[src/rtl/reg_bank8_if.sv]
// Bus bundle for reg_bank8: write port, two read ports and stack-pointer controls.
interface reg_bank8_if;
  logic       wr_en;
  logic [2:0] wr_sel;
  logic [7:0] wr_data;
  logic [2:0] rd_sel_a;
  logic [2:0] rd_sel_b;
  logic [7:0] rd_a;
  logic [7:0] rd_b;
  logic       sp_inc;
  logic       sp_dec;
  logic [7:0] sp;
  logic       sp_err;

  // Master drives requests and observes read data and stack-pointer status.
  modport master (
    output wr_en, wr_sel, wr_data, rd_sel_a, rd_sel_b, sp_inc, sp_dec,
    input  rd_a, rd_b, sp, sp_err
  );

  // Slave is the register bank itself.
  modport slave (
    input  wr_en, wr_sel, wr_data, rd_sel_a, rd_sel_b, sp_inc, sp_dec,
    output rd_a, rd_b, sp, sp_err
  );
endinterface

[src/rtl/reg_bank8.sv]
// reg_bank8: eight 8-bit registers r0-r7 with one write port, two combinational
// read ports with write-first bypass, and r7 acting as a stack pointer with
// increment/decrement and a sticky wrap error flag.

// Generic 8-way selector feeding each read port.
module mux_8way #(
  parameter int W = 8
) (
  input  logic [W-1:0] a,
  input  logic [W-1:0] b,
  input  logic [W-1:0] c,
  input  logic [W-1:0] d,
  input  logic [W-1:0] e,
  input  logic [W-1:0] f,
  input  logic [W-1:0] g,
  input  logic [W-1:0] h,
  input  logic [2:0]   sel,
  output logic [W-1:0] y
);
  // Pick one of eight inputs by index.
  always_comb begin
    y = a;
    case (sel)
      3'd0: y = a;
      3'd1: y = b;
      3'd2: y = c;
      3'd3: y = d;
      3'd4: y = e;
      3'd5: y = f;
      3'd6: y = g;
      3'd7: y = h;
      default: y = a;
    endcase
  end
endmodule

// Generic 2-way selector used for the write-first bypass.
module mux_2way #(
  parameter int W = 8
) (
  input  logic [W-1:0] a,
  input  logic [W-1:0] b,
  input  logic         sel,
  output logic [W-1:0] y
);
  assign y = sel ? b : a;
endmodule

module reg_bank8 #(
  parameter logic [7:0] SP_RESET = 8'hFF
) (
  input  logic        clk,
  input  logic        rst_n,
  reg_bank8_if.slave  bus
);
  logic [7:0] regs_q [8];
  logic [7:0] regs_d [8];
  logic       sp_err_q;
  logic       sp_err_d;

  logic [7:0] mux_a;
  logic [7:0] mux_b;
  logic       byp_a;
  logic       byp_b;
  logic       wr_sp;

  // A write to r7 takes priority over any stack-pointer inc/dec.
  assign wr_sp = bus.wr_en && (bus.wr_sel == 3'd7);

  // Next-state: apply the write port, then the stack-pointer update unless r7 is being written.
  always_comb begin
    regs_d   = regs_q;
    sp_err_d = sp_err_q;
    if (bus.wr_en) begin
      regs_d[bus.wr_sel] = bus.wr_data;
    end
    if (!wr_sp) begin
      case ({bus.sp_inc, bus.sp_dec})
        2'b10: begin
          regs_d[7] = regs_q[7] + 8'd1;
          if (regs_q[7] == 8'hFF) sp_err_d = 1'b1;
        end
        2'b01: begin
          regs_d[7] = regs_q[7] - 8'd1;
          if (regs_q[7] == 8'h00) sp_err_d = 1'b1;
        end
        default: ; // none, or both cancel out
      endcase
    end
  end

  // Register state with asynchronous clear; r7 restarts at SP_RESET.
  always_ff @(posedge clk or negedge rst_n) begin
    if (!rst_n) begin
      for (int i = 0; i < 7; i++) regs_q[i] <= 8'h00;
      regs_q[7] <= SP_RESET;
      sp_err_q  <= 1'b0;
    end else begin
      regs_q   <= regs_d;
      sp_err_q <= sp_err_d;
    end
  end

  // Bypass compare runs beside the 8-way select; suppressed while in reset.
  assign byp_a = rst_n && bus.wr_en && (bus.wr_sel == bus.rd_sel_a);
  assign byp_b = rst_n && bus.wr_en && (bus.wr_sel == bus.rd_sel_b);

  mux_8way #(.W(8)) u_mux_a (
    .a(regs_q[0]), .b(regs_q[1]), .c(regs_q[2]), .d(regs_q[3]),
    .e(regs_q[4]), .f(regs_q[5]), .g(regs_q[6]), .h(regs_q[7]),
    .sel(bus.rd_sel_a), .y(mux_a)
  );

  mux_8way #(.W(8)) u_mux_b (
    .a(regs_q[0]), .b(regs_q[1]), .c(regs_q[2]), .d(regs_q[3]),
    .e(regs_q[4]), .f(regs_q[5]), .g(regs_q[6]), .h(regs_q[7]),
    .sel(bus.rd_sel_b), .y(mux_b)
  );

  mux_2way #(.W(8)) u_byp_a (.a(mux_a), .b(bus.wr_data), .sel(byp_a), .y(bus.rd_a));
  mux_2way #(.W(8)) u_byp_b (.a(mux_b), .b(bus.wr_data), .sel(byp_b), .y(bus.rd_b));

  // Stack pointer view is the raw register, never bypassed.
  assign bus.sp     = regs_q[7];
  assign bus.sp_err = sp_err_q;
endmodule

[src/flat_wrapper.sv]
// flat-port wrapper written by rule: the top's interface ports become plain ports
module reg_bank8_flat 
#(
  parameter logic [7:0] SP_RESET = 8'hFF
)
  (clk, rst_n, bus_wr_en, bus_wr_sel, bus_wr_data, bus_rd_sel_a, bus_rd_sel_b, bus_sp_inc, bus_sp_dec, bus_rd_a, bus_rd_b, bus_sp, bus_sp_err);
  reg_bank8_if bus_i ();
  input  logic clk;
  input  logic rst_n;
  input wire logic [$bits(bus_i.wr_en)-1:0] bus_wr_en;
  input wire logic [$bits(bus_i.wr_sel)-1:0] bus_wr_sel;
  input wire logic [$bits(bus_i.wr_data)-1:0] bus_wr_data;
  input wire logic [$bits(bus_i.rd_sel_a)-1:0] bus_rd_sel_a;
  input wire logic [$bits(bus_i.rd_sel_b)-1:0] bus_rd_sel_b;
  input wire logic [$bits(bus_i.sp_inc)-1:0] bus_sp_inc;
  input wire logic [$bits(bus_i.sp_dec)-1:0] bus_sp_dec;
  output wire logic [$bits(bus_i.rd_a)-1:0] bus_rd_a;
  output wire logic [$bits(bus_i.rd_b)-1:0] bus_rd_b;
  output wire logic [$bits(bus_i.sp)-1:0] bus_sp;
  output wire logic [$bits(bus_i.sp_err)-1:0] bus_sp_err;
  assign bus_i.wr_en = bus_wr_en;
  assign bus_i.wr_sel = bus_wr_sel;
  assign bus_i.wr_data = bus_wr_data;
  assign bus_i.rd_sel_a = bus_rd_sel_a;
  assign bus_i.rd_sel_b = bus_rd_sel_b;
  assign bus_i.sp_inc = bus_sp_inc;
  assign bus_i.sp_dec = bus_sp_dec;
  assign bus_rd_a = bus_i.rd_a;
  assign bus_rd_b = bus_i.rd_b;
  assign bus_sp = bus_i.sp;
  assign bus_sp_err = bus_i.sp_err;
  reg_bank8 #(.SP_RESET(SP_RESET)) u_core (.clk(clk), .rst_n(rst_n), .bus(bus_i));
endmodule
[config.mk]
export PLATFORM = sky130hd
export DESIGN_NAME = reg_bank8_flat
export DESIGN_NICKNAME = d
export VERILOG_FILES = /design/src/rtl/reg_bank8_if.sv /design/src/rtl/reg_bank8.sv /design/src/flat_wrapper.sv
export SDC_FILE = /design/constraint.sdc
export NUM_CORES = 1
export LEC_CHECK = 0
export CAP_MARGIN = 40
export CORE_MARGIN = 2
export CORE_UTILIZATION = 50
export CTS_CLUSTER_DIAMETER = 200
export DETAILED_ROUTE_END_ITERATION = 8
export GPL_TIMING_DRIVEN = 0
export PLACE_DENSITY = 0.82
export SYNTH_ARGS = -nofsm -noshare
export SYNTH_HDL_FRONTEND = slang
export SYNTH_SLANG_ARGS = --single-unit
[constraint.sdc]
create_clock -name clk -period 4.3 [get_ports clk]
set_clock_uncertainty 0.05 [all_clocks]
set_input_delay 0.43 -clock clk [delete_from_list [all_inputs] [get_ports clk]]
set_output_delay 0.43 -clock clk [all_outputs]
set_load 0.05 [all_outputs]
**Run 1: met4 routing**

Scale: 6 px per um. Supply wires on this layer in gray. Cells faint in the background.
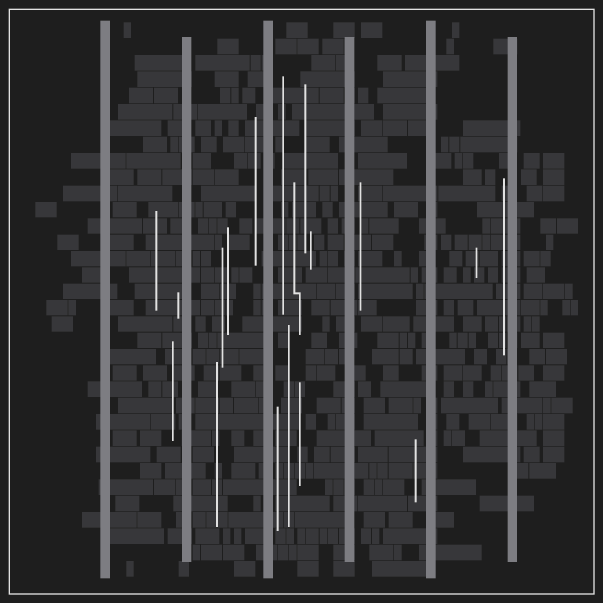
The longest straight run is 39.4 um. The wires run mostly vertical.

**Run 1: wiring by layer**

Scale: 4 px per um.
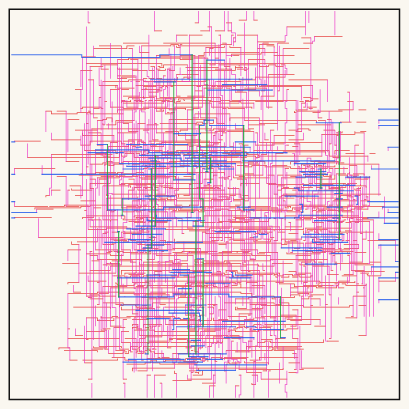
Key: metal 3 = blue [wire length 1120 um]; metal 1 = red [wire length 4980 um]; metal 4 = green [wire length 361 um]; metal 2 = magenta [wire length 5880 um]

==> results.toml, run 1 <==
# implementation run metrics
[yosys]
compound_area_share_pct = 14.8
seq_area_frac_synth_pct = 37.7
ys_sh_xor_pct = 3.02
ys.flops = 65

[final_layout]
diodes = 0
drive_gt1_share_pct = 24.6
logic_gate_count = 314
fill_cells = 707
lay_top_count = "dfrtp_1"

[timing]
slew_violations = 0
hold_ws_ns = 0.0104
slew_headroom_pct = 39.1

[clock_tree]
clockBufferDepth = 2
cts_buffers = 9
hold_buffers = 0

[routing]
wire_per_inst_um = 20.8
routed_via_density = 6.47
top_layer = "met4"

[setup_path]
critical_path.endpoint = "bus_rd_a[3]"
reg2reg_to = "u_core.bus.sp[4]"

[outcome]
run_status = "complete, no violations"

[power_and_ir_drop]
power.share.clock_pct = 17.5
cellPowerDensity_mw_per_mm2 = 523
pg_clk_uw = 457
p_leak_nw = 1.99
combPwrFrac_pct = 46.0

[floorplanning]
die_h_um = 97.2

[place]
gp_congestion = 0.955
**Run 1: cell density map**

Scale: 4 px per um. 10 x 10 tiles, from white (low) to dark blue (high), 0 to 100% covered.
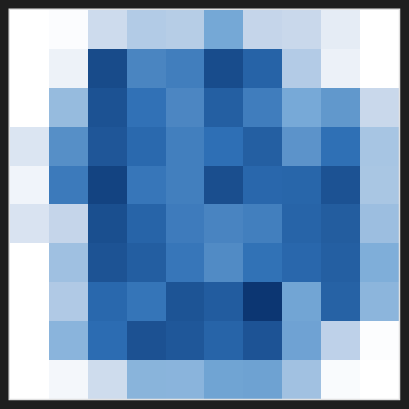
The fullest tile reaches 98%. The mean over all tiles is 52%. 31% of the tiles are over 75% full. 12% of the tiles are nearly empty.

==> run 1: stage by stage <==
stage / cells / setup WS [ns] / TNS [ns] / area [um^2]
after global placement: 572 / -2.30 / -34.83 / 4800
after floorplan: 432 / 1.13 / 0 / 4340
after CTS: 593 / 0.119 / 0 / 5000
after global routing: 592 / 0.110 / 0 / 5000
after detailed placement: 577 / -0.0778 / -0.245 / 4830
final: 592 / 0.265 / 0 / 5000
==> run 1: flip-flops by register name, summed over array words and instances (netlist names) <==
signal / cells
u_core.bus.sp_err: 1
u_core.regs_q: 56
u_core.bus.sp: 8
==> run 1: metal layers <==
layer  global-route usage [%]  vias to the layer above
met4                     9.19                        0
met2                     43.2                      258
met5                        0                        -
li1                         -                     1669
met3                     5.18                       42
met1                     35.3                     1862
--- run 2 (diff from run 1) ---
--- a/config.mk
+++ b/config.mk
@@ -12,6 +12,7 @@
 export DETAILED_ROUTE_END_ITERATION = 8
 export GPL_TIMING_DRIVEN = 0
 export PLACE_DENSITY = 0.82
+export SKIP_LAST_GASP = 1
 export SYNTH_ARGS = -nofsm -noshare
 export SYNTH_HDL_FRONTEND = slang
 export SYNTH_SLANG_ARGS = --single-unit
**Run 2: met4 routing**

Scale: 6 px per um. Supply wires on this layer in gray. Cells faint in the background.
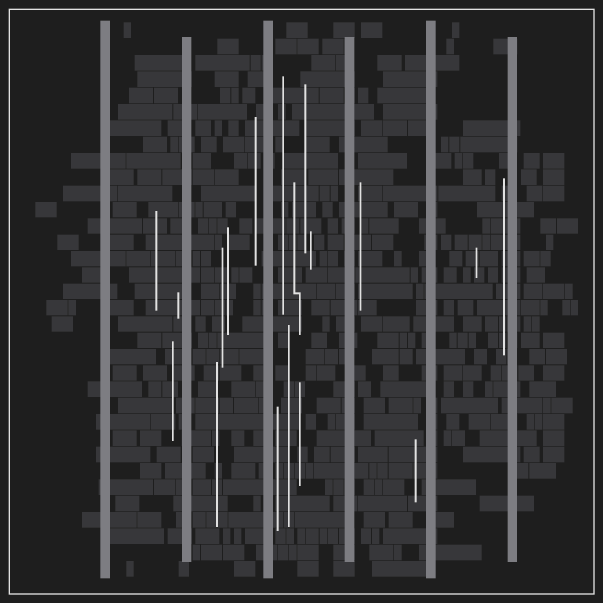
The longest straight run is 39.4 um. The layer carries 361 um of wire. 15 nets have wire on it. The layer holds 2.9% of the routed length. The wires run mostly vertical.

==> run 2 against run 1 <==
Net effect:
- sequential power hardly changed
- final cell count unchanged
- flip-flop count unchanged
- critical path type unchanged
- critical endpoint unchanged
- largest cell class unchanged
- largest power group unchanged
==> results.toml, run 2 <==
# implementation run metrics
[final_layout]
largest_register_ffs = 56
diodes = 0
lay_top_count = "dfrtp_1"
fin_cells = 592
drive_gt1_share_pct = 24.6
postLayoutCellArea_mm2 = 0.00500
fill_cells = 707
largest_register = "u_core.regs_q"

[clock_tree]
hold_buffers = 0
clockBufferDepth = 2
cts_buffers = 9

[routing]
routed_via_density = 6.47

[power_and_ir_drop]
p_leak_nw = 1.99
cellPowerDensity_mw_per_mm2 = 523
pg_clk_uw = 457
power.share.clock_pct = 17.5

[place]
post_dp_cell_area_mm2 = 0.00483
dp_slack_ns = -0.0778
gp_congestion = 0.955
dp_cells = 577

[global_routing]
grtUsageMet3_pct = 5.18
grt.met1_usage_pct = 35.3
gr-usage-met2_pct = 43.2
grt_busiest_layer = "met2"

[timing]
setup_slack_ns = 0.265
slew_headroom_pct = 39.1
hold_ws_ns = 0.0104
slew_violations = 0

[outcome]
run_status = "complete, no violations"

[setup_path]
reg2reg_to = "u_core.bus.sp[4]"
critical_path.endpoint = "bus_rd_a[3]"

[yosys]
seq_area_frac_synth_pct = 37.7
compound_area_share_pct = 14.8
**Run 2: clock wiring as the flow saved it**

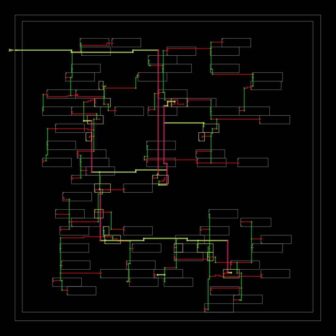
clock buffer count: 10
Insertion Delay late pin: 0.36 ns
CTS Sinks: 65

run 2: cell counts after synthesis:
Identical to the previous run, type by type.
run 2: metal layers:
layer	up-vias	share of wire, %
li1	1669	-
met1	1862	40
met2	258	48
met3	42	9.1
met4	0	2.9
met5	-	0
run 2: layout make-up:
class,instances,area [um^2],share of cell area [%]
Clock buffer,10,128,2.55
Clock inverter,6,35.0,0.700
Multi-Input combinational cell,314,2480,49.6
Buffer,45,208,4.15
Timing Repair Buffer,37,354,7.08
Inverter,7,26.3,0.525
Tap cell,108,135,2.70
Sequential cell,65,1640,32.7
run 2: what timing repair did:
item	4_1_cts	5_1_grt
gates resized	1	1
endpoints found under the hold margin	0	0
gates cloned	0	0
setup endpoints to repair	6	8
**Run 2: wiring by layer**

Scale: 4 px per um.
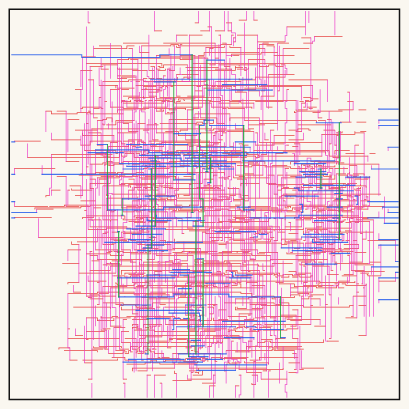

--- run 3 (diff from run 2) ---
--- a/config.mk
+++ b/config.mk
@@ -6,12 +6,14 @@
 export NUM_CORES = 1
 export LEC_CHECK = 0
 export CAP_MARGIN = 40
+export CELL_PAD_IN_SITES_DETAIL_PLACEMENT = 1
+export CELL_PAD_IN_SITES_GLOBAL_PLACEMENT = 1
 export CORE_MARGIN = 2
-export CORE_UTILIZATION = 50
+export CORE_UTILIZATION = 48
 export CTS_CLUSTER_DIAMETER = 200
 export DETAILED_ROUTE_END_ITERATION = 8
 export GPL_TIMING_DRIVEN = 0
-export PLACE_DENSITY = 0.82
+export PLACE_DENSITY = 0.95
 export SKIP_LAST_GASP = 1
 export SYNTH_ARGS = -nofsm -noshare
 export SYNTH_HDL_FRONTEND = slang
**Run 3: wiring by layer**

Scale: 4 px per um.
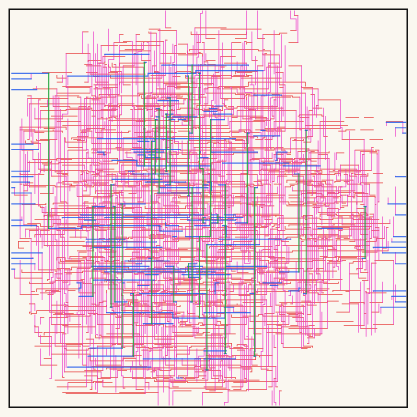
WL/cell: 25.9 um
GR Util All Layers: 32.1%

**Run 3: clock wiring as the flow saved it**

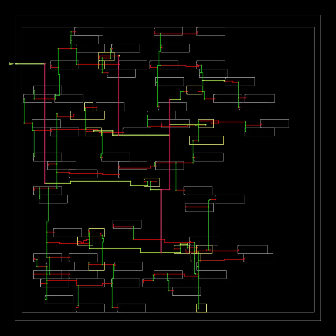
CTS buffer count: 9
P_clk: 618 uW
FF+latch count: 65

==> run 3 against run 2 <==
Net effect:
- synthesized area unchanged
- flip-flop count unchanged
- routed wire length up 24%
- combinational power up 4%
- power up 8.7%
- count of clock-buffer cells in the layout unchanged
- sequential power up 2%
- final cell count up 0.34%
- first-iteration DRC count down 12%
- non-clock buffer count up 2
- global-route usage up 5.7 points
- final area up 1.6%
- critical path type unchanged
- largest cell class unchanged
- highest routed layer unchanged
==> results.toml, run 3 <==
# implementation run metrics
[final_layout]
drive_gt1_share_pct = 24.9
diodes = 0
comb_area_mm2 = 0.00248
bufAreaShareNonClock_pct = 11.4
seq-cell-share_pct = 32.2
lay_top_count = "dfrtp_1"
postLayoutCellArea_mm2 = 0.00508
area_dominant_class = "logic gates"
clk_share_pct = 4.48
n_all_inverters = 7
largest_register_ffs = 56
fin_cells = 594
buffers_excl_clock = 84
comb_share_pct = 48.8
largest_register = "u_core.regs_q"

[routing]
top_layer = "met4"
routed_via_density = 6.78
wl_met3_um = 1040
wl_met1_um = 5920

[outcome]
run_status = "complete, no violations"

[place]
dp_slack_ns = -0.0529
dp_cells = 576
post_dp_cell_area_mm2 = 0.00483

[floorplanning]
tap_cells = 108

[clock_tree]
clock-sinks = 65
clk_latency_ns = 0.36
hold_buffers = 0

[power_and_ir_drop]
p_leak_nw = 2.03
cellPowerDensity_mw_per_mm2 = 559

[global_routing]
grt_busiest_layer = "met2"
gr-usage-met2_pct = 55.2

[timing]
slew_violations = 0

[yosys]
compound_area_share_pct = 14.8

[setup_path]
critical_path.endpoint = "bus_rd_b[4]"
reg2reg_to = "u_core.bus.sp[4]"
run 3: cell types whose count changed in the layout (fill, tap and decap cells not counted):
cell             delta
buf_1               +1
bufinv_16           +2
clkbuf_8            +1
clkinv_2            -3
clkinv_4            +1
buf_4               +1
buf_2               -1
clkdlybuf4s18_2     +1
inv_6               +1
clkinvlp_4          -1
clkbuf_1            -1
run 3: where the power goes:
group,total (mW),leakage [nW],internal [mW],switching (mW)
clock network,0.618,0.113,0.344,0.274
logic,1.25,1.15,0.519,0.733
registers,0.973,0.765,0.798,0.175
run 3: timing repair:
| item | CTS | global route |
|---|---|---|
| gates resized | 1 | 1 |
| endpoints found under the hold margin | 0 | 0 |
| pin swaps | 0 | 0 |
| endpoints found under the setup margin | 8 | 7 |

## Gallery

Where the registers sit.
Scale: 4 px per um. Other sequential cells in the stronger gray, the rest of the logic in the fainter gray.
picture 1
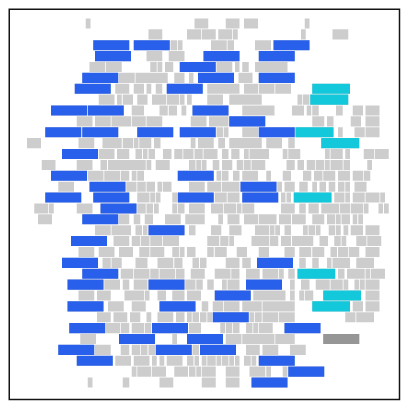
picture 2
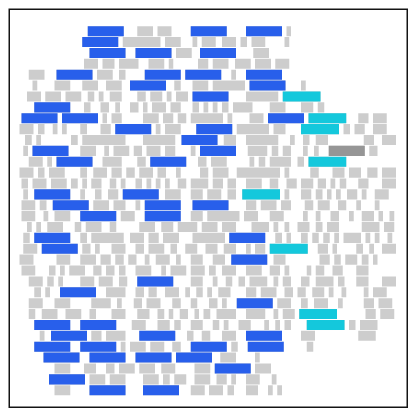
For run 1, see picture 1.
For run 3, see picture 2.

Key to picture 1:
Key: u_core.bus.sp = cyan [sequential cells 8]; u_core.regs_q = blue [sequential cells 56]

Power figures rest on the tool's default switching activity, not on a simulated workload.
